[config.mk]
export PLATFORM = sky130hd
export DESIGN_NAME = axi_sram_slave
export DESIGN_NICKNAME = d
export VERILOG_FILES = /design/src/rtl/axi_sram_slave.sv
export SDC_FILE = /design/constraint.sdc
export NUM_CORES = 1
export LEC_CHECK = 0
export CAP_MARGIN = 20
export CORE_AREA = 2 2 122 124
export DETAILED_ROUTE_END_ITERATION = 7
export DIE_AREA = 0 0 124 126
export PLACE_DENSITY = 0.7
export SLEW_MARGIN = 20
export SYNTH_ARGS = -nofsm -noshare
export SYNTH_HDL_FRONTEND = slang
export SYNTH_SLANG_ARGS = --single-unit
[constraint.sdc]
create_clock -name ACLK -period 2.33 [get_ports ACLK]
set_clock_uncertainty 0.15 [all_clocks]
set_input_delay 0.466 -clock ACLK [delete_from_list [all_inputs] [get_ports ACLK]]
set_output_delay 0.466 -clock ACLK [all_outputs]
set_load 0.005 [all_outputs]
[src/rtl/axi_sram_slave.sv]
// AXI4 slave port terminating into a single-port synchronous SRAM macro.
// Handles one INCR burst at a time and returns R/B with the captured ID.
module axi_sram_slave #(
    parameter  int unsigned MEM_AW = 14,
    localparam int unsigned IDS_W  = 8,
    localparam int unsigned ADDR_W = 32,
    localparam int unsigned LEN_W  = 4,
    localparam int unsigned SIZE_W = 3,
    localparam int unsigned DATA_W = 32,
    localparam int unsigned STRB_W = 4
) (
    input  logic              ACLK,
    input  logic              ARESET,
    input  logic [IDS_W-1:0]  AWID,
    input  logic [ADDR_W-1:0] AWADDR,
    input  logic [LEN_W-1:0]  AWLEN,
    input  logic [SIZE_W-1:0] AWSIZE,
    input  logic [1:0]        AWBURST,
    input  logic              AWVALID,
    output logic              AWREADY,
    input  logic [DATA_W-1:0] WDATA,
    input  logic [STRB_W-1:0] WSTRB,
    input  logic              WLAST,
    input  logic              WVALID,
    output logic              WREADY,
    output logic [IDS_W-1:0]  BID,
    output logic [1:0]        BRESP,
    output logic              BVALID,
    input  logic              BREADY,
    input  logic [IDS_W-1:0]  ARID,
    input  logic [ADDR_W-1:0] ARADDR,
    input  logic [LEN_W-1:0]  ARLEN,
    input  logic [SIZE_W-1:0] ARSIZE,
    input  logic [1:0]        ARBURST,
    input  logic              ARVALID,
    output logic              ARREADY,
    output logic [IDS_W-1:0]  RID,
    output logic [DATA_W-1:0] RDATA,
    output logic [1:0]        RRESP,
    output logic              RLAST,
    output logic              RVALID,
    input  logic              RREADY,
    output logic              CEB,
    output logic              WEB,
    output logic [DATA_W-1:0] BWEB,
    output logic [MEM_AW-1:0] A,
    output logic [DATA_W-1:0] DI,
    input  logic [DATA_W-1:0] DO
);

    typedef enum logic [2:0] {
        S_IDLE,
        S_RFETCH,
        S_RDATA,
        S_WDATA,
        S_WRESP
    } state_e;

    state_e state_q, state_d;

    logic [IDS_W-1:0]  id_q;
    logic [MEM_AW-1:0] addr_q;
    logic [MEM_AW-1:0] addr_inc;
    logic [LEN_W-1:0]  len_q;
    logic [LEN_W-1:0]  beat_q;
    logic              err_q;

    logic last_beat;
    logic aw_hs, ar_hs, w_hs, r_hs, b_hs;

    // Burst type, size and sub-word address bits are not used by this slave.
    logic unused_inputs;
    assign unused_inputs = ^{AWSIZE, AWBURST, ARSIZE, ARBURST,
                             AWADDR[ADDR_W-1:MEM_AW+2], AWADDR[1:0],
                             ARADDR[ADDR_W-1:MEM_AW+2], ARADDR[1:0]};

    assign last_beat = (beat_q == len_q);
    assign addr_inc  = addr_q + MEM_AW'(1);

    // Write has priority over read when both address channels are valid.
    assign aw_hs = (state_q == S_IDLE) && AWVALID;
    assign ar_hs = (state_q == S_IDLE) && ARVALID && !AWVALID;
    assign w_hs  = (state_q == S_WDATA) && WVALID;
    assign r_hs  = (state_q == S_RDATA) && RREADY;
    assign b_hs  = (state_q == S_WRESP) && BREADY;

    always_ff @(posedge ACLK) begin
        if (ARESET) state_q <= S_IDLE;
        else        state_q <= state_d;
    end

    always_comb begin
        state_d = state_q;
        case (state_q)
            S_IDLE: begin
                if (AWVALID)      state_d = S_WDATA;
                else if (ARVALID) state_d = S_RFETCH;
            end
            S_RFETCH: state_d = S_RDATA;
            S_RDATA:  if (r_hs && last_beat) state_d = S_IDLE;
            S_WDATA:  if (w_hs && last_beat) state_d = S_WRESP;
            S_WRESP:  if (b_hs) state_d = S_IDLE;
            default:  state_d = S_IDLE;
        endcase
    end

    // Burst context: ID, running word address, beat count and WLAST error flag.
    always_ff @(posedge ACLK) begin
        if (ARESET) begin
            id_q   <= '0;
            addr_q <= '0;
            len_q  <= '0;
            beat_q <= '0;
            err_q  <= 1'b0;
        end else if (aw_hs) begin
            id_q   <= AWID;
            addr_q <= AWADDR[MEM_AW+1:2];
            len_q  <= AWLEN;
            beat_q <= '0;
            err_q  <= 1'b0;
        end else if (ar_hs) begin
            id_q   <= ARID;
            addr_q <= ARADDR[MEM_AW+1:2];
            len_q  <= ARLEN;
            beat_q <= '0;
            err_q  <= 1'b0;
        end else if (w_hs) begin
            addr_q <= addr_inc;
            beat_q <= beat_q + LEN_W'(1);
            err_q  <= err_q | (WLAST != last_beat);
        end else if (r_hs && !last_beat) begin
            addr_q <= addr_inc;
            beat_q <= beat_q + LEN_W'(1);
        end
    end

    // Channel and SRAM outputs; everything is forced idle while reset is high.
    always_comb begin
        AWREADY = 1'b0;
        ARREADY = 1'b0;
        WREADY  = 1'b0;
        BVALID  = 1'b0;
        BID     = '0;
        BRESP   = 2'b00;
        RVALID  = 1'b0;
        RID     = '0;
        RDATA   = '0;
        RRESP   = 2'b00;
        RLAST   = 1'b0;
        CEB     = 1'b1;
        WEB     = 1'b1;
        BWEB    = '1;
        A       = '0;
        DI      = '0;
        if (!ARESET) begin
            case (state_q)
                S_IDLE: begin
                    AWREADY = 1'b1;
                    ARREADY = !AWVALID;
                end
                S_RFETCH: begin
                    CEB = 1'b0;
                    A   = addr_q;
                end
                S_RDATA: begin
                    RVALID = 1'b1;
                    RDATA  = DO;
                    RID    = id_q;
                    RLAST  = last_beat;
                    // Prefetch the next word so it lands on DO as this beat retires.
                    if (RREADY && !last_beat) begin
                        CEB = 1'b0;
                        A   = addr_inc;
                    end
                end
                S_WDATA: begin
                    WREADY = 1'b1;
                    if (WVALID) begin
                        CEB = 1'b0;
                        WEB = 1'b0;
                        A   = addr_q;
                        DI  = WDATA;
                        for (int i = 0; i < int'(STRB_W); i++) begin
                            BWEB[8*i +: 8] = {8{~WSTRB[i]}};
                        end
                    end
                end
                S_WRESP: begin
                    BVALID = 1'b1;
                    BID    = id_q;
                    BRESP  = err_q ? 2'b10 : 2'b00;
                end
                default: ;
            endcase
        end
    end

endmodule

==> reports/qor.csv, run 1 <==
stage,metric,value,unit
run_status,status,finished with violations,
run_status,violations,setup timing,
yosys,ys.flop_type,dfxtp_1,
floorplanning,core,14300,um2
place,post-place-ws,-0.971,ns
floorplanning,die_y,126,um
place,dp_cells,914,
global_route,grt_usage,19.0,%
sta,hold_violations,0,
floorplanning,initCoreUtil,23.0,%
cts,cts_inserted_buffers,5,
power,powerComb,2130,uW
final_layout,final_cell_mix,"clkdlybuf4s50_1, buf_4, clkbuf_2",
final_layout,drive_gt1_share,48.4,%
final_layout,diodes,0,
worst_hold_path,whs_path_depth,2,
flow_run,warnings,74,
yosys,synth_stat.cells,458,
floorplanning,die-area,15600,um2
power,p_comb_share,59.8,%
worst_setup_path,crit_path_max_fanout,6,
route,dr.pass1.iters,4,
global_route,grt_max_degree,27,
cts,cts_hold_buf,0,
power,p_per_area,487,nW/um2
sta,setup_slack,-0.314,ns
power,seq_power_share,22.6,%
final_layout,final_cell_area,7310,um2
cts,clock-sinks,34,
cts,clkTransAtPathRegs,0.05,ns
yosys,syn_area,3300,um2
place,routabilityCongestion,0.819,
yosys,synth_chip_area,3300,um2
worst_setup_path,r2r-start,len_q[0],
power,p_clk,627,uW
power,peakVddDrop,0.313,mV
yosys,synth_seq_share,20.6,%
yosys,synth-edff-count,0,
power,p_int,2260,uW
yosys,top_cell_area_share,20.6,%
global_route,grt-ovfl-total,0,
cts,cts_tree,built,
worst_setup_path,regToRegSetupSlack,-0.24,ns
final_layout,utilization,51.1,%
power,clockPowerShare,17.6,%
power,p_leak,0.00326,uW
final_layout,final_nets,959,
worst_hold_path,hold_path.class,reg -> reg,
worst_hold_path,hold_path.startpoint,err_q,
power,total_power,3560,uW
yosys,postSynthAreaPerCell,7.20,um2
worst_setup_path,r2r_end,addr_q[8],
power,switchingPower,1300,uW
sta,fmax,378,MHz
route,wl_per_cell,17.4,um
global_route,grt_antenna_before_repair,0,
floorplanning,io_pins,312,
sta,rsz0062_at_grt,yes,
yosys,synthArstFlopShare,0,%
sta,hold_slack,0.320,ns
worst_setup_path,reg2reg_depth,8,
place,hpwlAfterDp,11600,um
yosys,area_leaders,"dfxtp_1, and2_1, and3_1",
worst_setup_path,path_class,reg -> out,
cts,cts_buffer_depth,2,
yosys,syn_inst,458,
yosys,yosys_warnings,0,
cts,clk_latency,0.28,ns
sta,finalCritPeriodShare,113,%
yosys,ys_ff,34,
sta,setup_viol,103,
route,ant_nets,0,
yosys,yosysUniqueCellTypes,48,
power,switching_share,36.6,%
route,post_drt_via_cell_ratio,4.74,
worst_setup_path,worstPathRequired,1.71,ns
yosys,adder_share,0.759,%
sta,report.final.slew_viol_count,0,
yosys,xor_share,5.05,%
yosys,synthTopLogicFamily,simple AND/OR/NAND/NOR gates,
place,post_dp_cell_area,6480,um2
worst_hold_path,holdPathEnd,err_q,
yosys,mux_area_share,3.64,%
yosys,yosys-top-cells-count,"nor2_1, and2_1, and3_1, clkbuf_1, dfxtp_1",
sta,tns,-10.17,ns
yosys,synth-simple-area-share,34.7,%
route,route.detailed.drc,0,
worst_setup_path,start_kind,register,
route,drtIter0Drc,213,
sta,period_needed,2.64,ns
[run 1: cells by family (layout without fill, tap and decap cells)]
family / count (synthesis) / in the layout
AND/OR/NAND/NOR: 222 / 222
AND-OR/OR-AND: 84 / 85
buffers and inverters: 84 / 406
flip-flops: 34 / 34
XOR/XNOR: 19 / 19
multiplexers: 12 / 12
adder cells (fa/ha/maj): 2 / 2
other: 1 / 3
[run 1: critical path, cell delays in order, from the launching register on]
cell      delay, ns
dfxtp_4        0.36
xor2_4         0.20
o41a_1         0.46
buf_12         0.16
and3_1         0.17
a211oi_2       0.19
nor2_1         0.08
buf_2          0.14
[run 1: sequential cells by signal (all words and copies together), names as in the netlist]
name / cells
state_q: 3
addr_q: 14
len_q: 4
id_q: 8
err_q: 1
beat_q: 4
[run 1: metal layers]
layer / track usage (%) / wire [um] / vias up
li1: - / - / 2210
met1: 23.2 / 6540 / 2135
met2: 34.6 / 8730 / 208
met3: 1.95 / 1240 / 30
met4: 5.35 / 357 / 0
met5: 0 / 0 / -
[run 1: how the worst max path moves through the flow]
stage | startpoint | to | slack (ns) | cells after the start
floorplan | state_q[1] | A[10] | 0.09 | 7
global placement | RREADY | A[2] | -0.99 | 8
detailed placement | RREADY | A[9] | -0.97 | 8
CTS | len_q[2] | A[8] | -0.30 | 8
global route | len_q[0] | A[8] | -0.37 | 7
finish | len_q[0] | A[8] | -0.31 | 7
[run 1: final cells by class]
class / instances / area, um2
Inverter: 8 / 30.0
Fill cell: 1360 / 7000
Timing Repair Buffer: 391 / 3550
Tap cell: 184 / 230
Clock buffer: 7 / 133
Sequential cell: 34 / 704
Multi-Input combinational cell: 343 / 2670
[run 1: timing repair]
item	CTS	global route
gates resized	318	319
cloned	5	6
setup buffers	22	16
endpoints found under the setup margin	149	130
pin swaps	24	38
Figure 1. Cell placement (run 1).
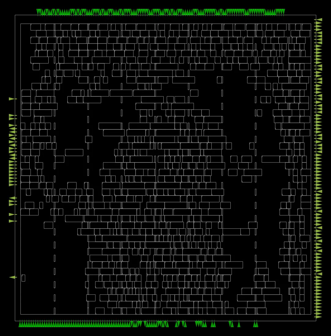
row count: 44
n_taps: 184

Figure 2. Wiring by layer (run 1).
(3 px per um) Only two layers are drawn.
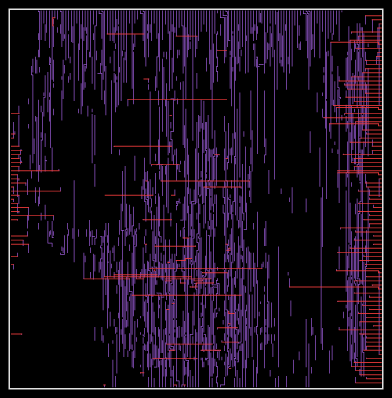
red -> M3  # wire length 1240 um
purple -> M2  # wire length 8730 um
DRT Wirelength: 16900 um
via count: 4583

Figure 3. Logic cells by family (run 1).
(3 px per um)
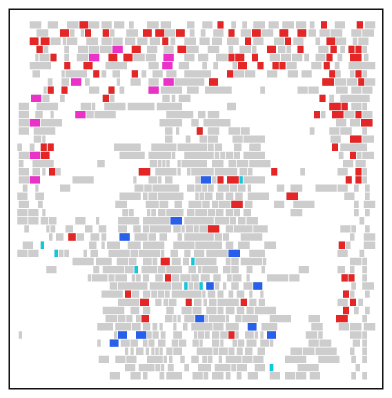
red -> and/or cells  # cells 96, where all over the die
cyan -> inv cells  # cells 8
blue -> non-inverting ao/oa cells  # cells 12, where bottom centre
magenta -> mux cells  # cells 12, where upper left
logic gate fraction of the total cell area: 36.5%
Commonest Layout Cell: clkdlybuf4s50_1
Cell Count, Final, Fillers Out: 967

Figure 4. Routed metal per tile (run 1).
(2 px per um) The die is cut into 25 by 25 equal tiles; dark purple is low, yellow is high, scaled to the fullest tile. Values are wire area over tile area, all layers added.
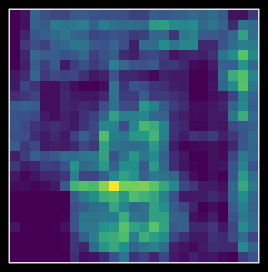
nearly empty tiles = 11%
fullest tile = 0.71
emptiest ninth of the die = lower left
mean over tiles = 0.17
densest ninth of the die = bottom centre
tiles over half the peak = 10%

Figure 5. Zoomed window (run 1).
Region (47, 48) to (77, 78) um. Cells in grey, sequential cells in the stronger grey; small squares are vias.
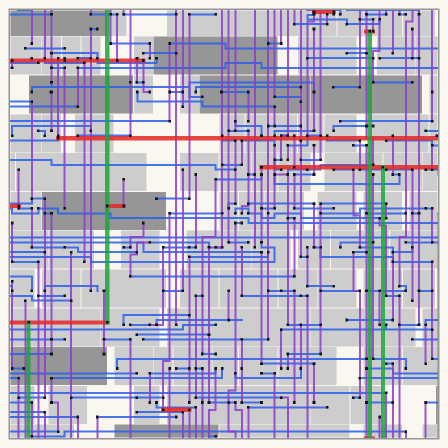

==> run 2: changes to the inputs <==
--- a/config.mk
+++ b/config.mk
@@ -10,6 +10,7 @@
 export DETAILED_ROUTE_END_ITERATION = 7
 export DIE_AREA = 0 0 124 126
 export PLACE_DENSITY = 0.7
+export REMOVE_ABC_BUFFERS = 1
 export SLEW_MARGIN = 20
 export SYNTH_ARGS = -nofsm -noshare
 export SYNTH_HDL_FRONTEND = slang
Figure 6. Zoomed window (run 2).
Region (47, 48) to (77, 78) um. Cells in grey, sequential cells in the stronger grey; small squares are vias.
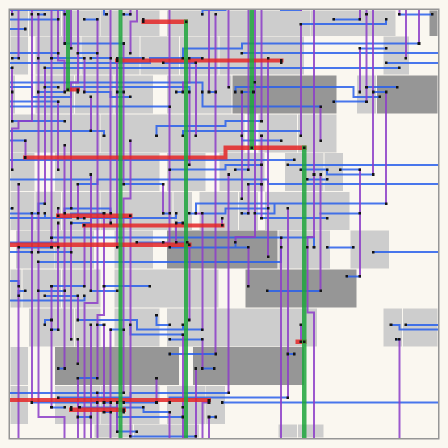
blue -> M1
green -> M4
red -> M3
purple -> M2
cells with their middle in the window = 61
most frequent = buf_4 (20), nor2_1 (5)
netlist names of flops here include = `beat_q` (4)
sequential cells in the window = 6

==> run 2 against run 1 <==
Compared with the run above: the run still ends with setup timing left; die area did not move; final cell count is 1.3% higher; clock power is 4.0% higher; global-route usage increased by 0.94 points; maximum frequency fell by 3.0%; sequential power down 1%; wire length is 6.6% higher; critical path depth increased by 1; sequential share of layout area is 0.28 points lower; flip-flop count unchanged; critical path type unchanged; critical endpoint unchanged; highest routed layer unchanged.
==> reports/qor.csv, run 2 <==
stage,metric,value,unit,change
sta,hold_slack,0.320,ns,about the same
route,drtIter0Drc,251,,was 213
power,switchingPower,1330,uW,was 1300 uW
cts,cts_hold_buf,0,,unchanged
final_layout,final_cell_mix,"clkdlybuf4s50_1, buf_4, buf_6",,"was clkdlybuf4s50_1, buf_4, clkbuf_2"
yosys,synth_stat.cells,458,,unchanged
yosys,synth-edff-count,0,,unchanged
route,post_drt_via_cell_ratio,4.71,,was 4.74
worst_setup_path,worstPathCellList,xor2_4 -> buf_6 -> o41a_1 -> buf_12 -> and3_4 -> a211oi_2 -> nor2_1 -> buf_2,,was xor2_4 -> o41a_1 -> buf_12 -> and3_1 -> a211oi_2 -> nor2_1 -> buf_2
yosys,yosys-top-cells-count,"nor2_1, and2_1, and3_1, clkbuf_1, dfxtp_1",,unchanged
worst_setup_path,regToRegSetupSlack,-0.17,ns,was -0.24 ns
power,clockPowerShare,18.0,%,was 17.6%
route,wl_per_cell,18.4,um,was 17.4 um
sta,setup_viol,97,,was 103
power,seq_power_share,21.9,%,was 22.6%
worst_hold_path,holdPathEnd,err_q,,unchanged
power,switching_share,36.7,%,was 36.6%
worst_hold_path,hold_path.class,reg -> reg,,unchanged
worst_hold_path,hold_path.startpoint,err_q,,unchanged
global_route,grt-ovfl-total,0,,unchanged
place,dp_cells,921,,was 914
yosys,area_leaders,"dfxtp_1, and2_1, and3_1",,unchanged
worst_setup_path,worstPathRequired,1.71,ns,about the same
flow_run,warnings,73,,was 74
run_status,status,finished with violations,,unchanged
final_layout,drive_gt1_share,50.9,%,was 48.4%
yosys,postSynthAreaPerCell,7.20,um2,unchanged
yosys,syn_area,3300,um2,unchanged
sta,period_needed,2.73,ns,was 2.64 ns
power,peakVddDrop,0.298,mV,was 0.313 mV
global_route,grt_antenna_before_repair,0,,unchanged
final_layout,final_cell_area,7490,um2,was 7310 um2
power,p_comb_share,60.1,%,was 59.8%
worst_setup_path,crit_path_end,A[8],,unchanged
global_route,grt_most_used_layer,met2,,unchanged
route,ant_nets,0,,unchanged
worst_setup_path,reg2reg_depth,8,,unchanged
route,wl,18000,um,was 16900 um
worst_setup_path,startpoint,len_q[1],,was len_q[0]
cts,cts_inserted_buffers,5,,unchanged
yosys,ys_ff,34,,unchanged
power,p_int,2300,uW,was 2260 uW
place,routabilityCongestion,0.868,,was 0.819
route,num_vias,4612,,was 4583
route,dr.pass1.iters,4,,unchanged
floorplanning,die_y,126,um,unchanged
final_layout,diodes,0,,unchanged
worst_setup_path,slowest_stage,o41a_1,,unchanged
sta,hold_violations,0,,unchanged
sta,setup_slack,-0.397,ns,was -0.314 ns
worst_hold_path,whs_path_depth,2,,unchanged
sta,report.final.slew_viol_count,0,,unchanged
run_status,violations,setup timing,,unchanged
sta,tns,-12.76,ns,was -10.17 ns
final_layout,fillers,1322,,was 1360
yosys,ys.flop_type,dfxtp_1,,unchanged
==> run 2: cell counts after synthesis <==
No cell type changed its count.
==> run 2: through the flow <==
step | worst slack (ns) | power [uW]
2_1_floorplan | -0.618 | 1500
3_3_place_gp | -1.00 | 2440
3_5_place_dp | -1.05 | 2460
4_1_cts | -0.349 | 3380
5_1_grt | -0.447 | 3830
6_report | -0.397 | 3630
==> run 2: power by group through the flow <==
stage                     logic (uW)  registers [uW]  clock network (uW)
after floorplan                  686             814                   0
after global placement          1660             782                   0
after detailed placement        1680             787                   0
after CTS                       1930             789                 661
after global routing            2340             812                 681
final                           2180             796                 652
==> run 2: timing repair <==
item | in CTS | in global routing
pin swaps | 29 | 62
setup endpoints to repair | 149 | 140
setup buffers | 33 | 14
gates cloned | 5 | 8
resized | 465 | 247
==> run 2: kinds of logic after synthesis <==
group,Yosys count,share of synthesized area [%]
AOI/OAI and AO/OA,84,21.0
DFF,34,20.6
adders and majority gates,2,0.759
xor gates and xnor gates,19,5.05
and+or+nand+nor,222,34.7
muxes,12,3.64
other,1,0.114
buffers and inverters,84,14.1
==> run 2: layer usage <==
| metal | part of all wire [%] | wire [um] | vias to the layer above |
|---|---|---|---|
| li1 | - | - | 2235 |
| met1 | 39 | 7110 | 2155 |
| met2 | 51 | 9120 | 196 |
| met3 | 8.1 | 1460 | 26 |
| met4 | 1.7 | 306 | 0 |
| met5 | 0 | 0 | - |
==> run 2: cell type report <==
class	instances	area, um2	share of cell area, %
multi-input combinational	343	2690	35.9
timing repair buffer	404	3710	49.5
tap	184	230	3.07
clock buffer	7	133	1.77
inverter	8	30.0	0.401
sequential	34	701	9.35
No activity file was given, so power comes from the tool's default toggle rates.
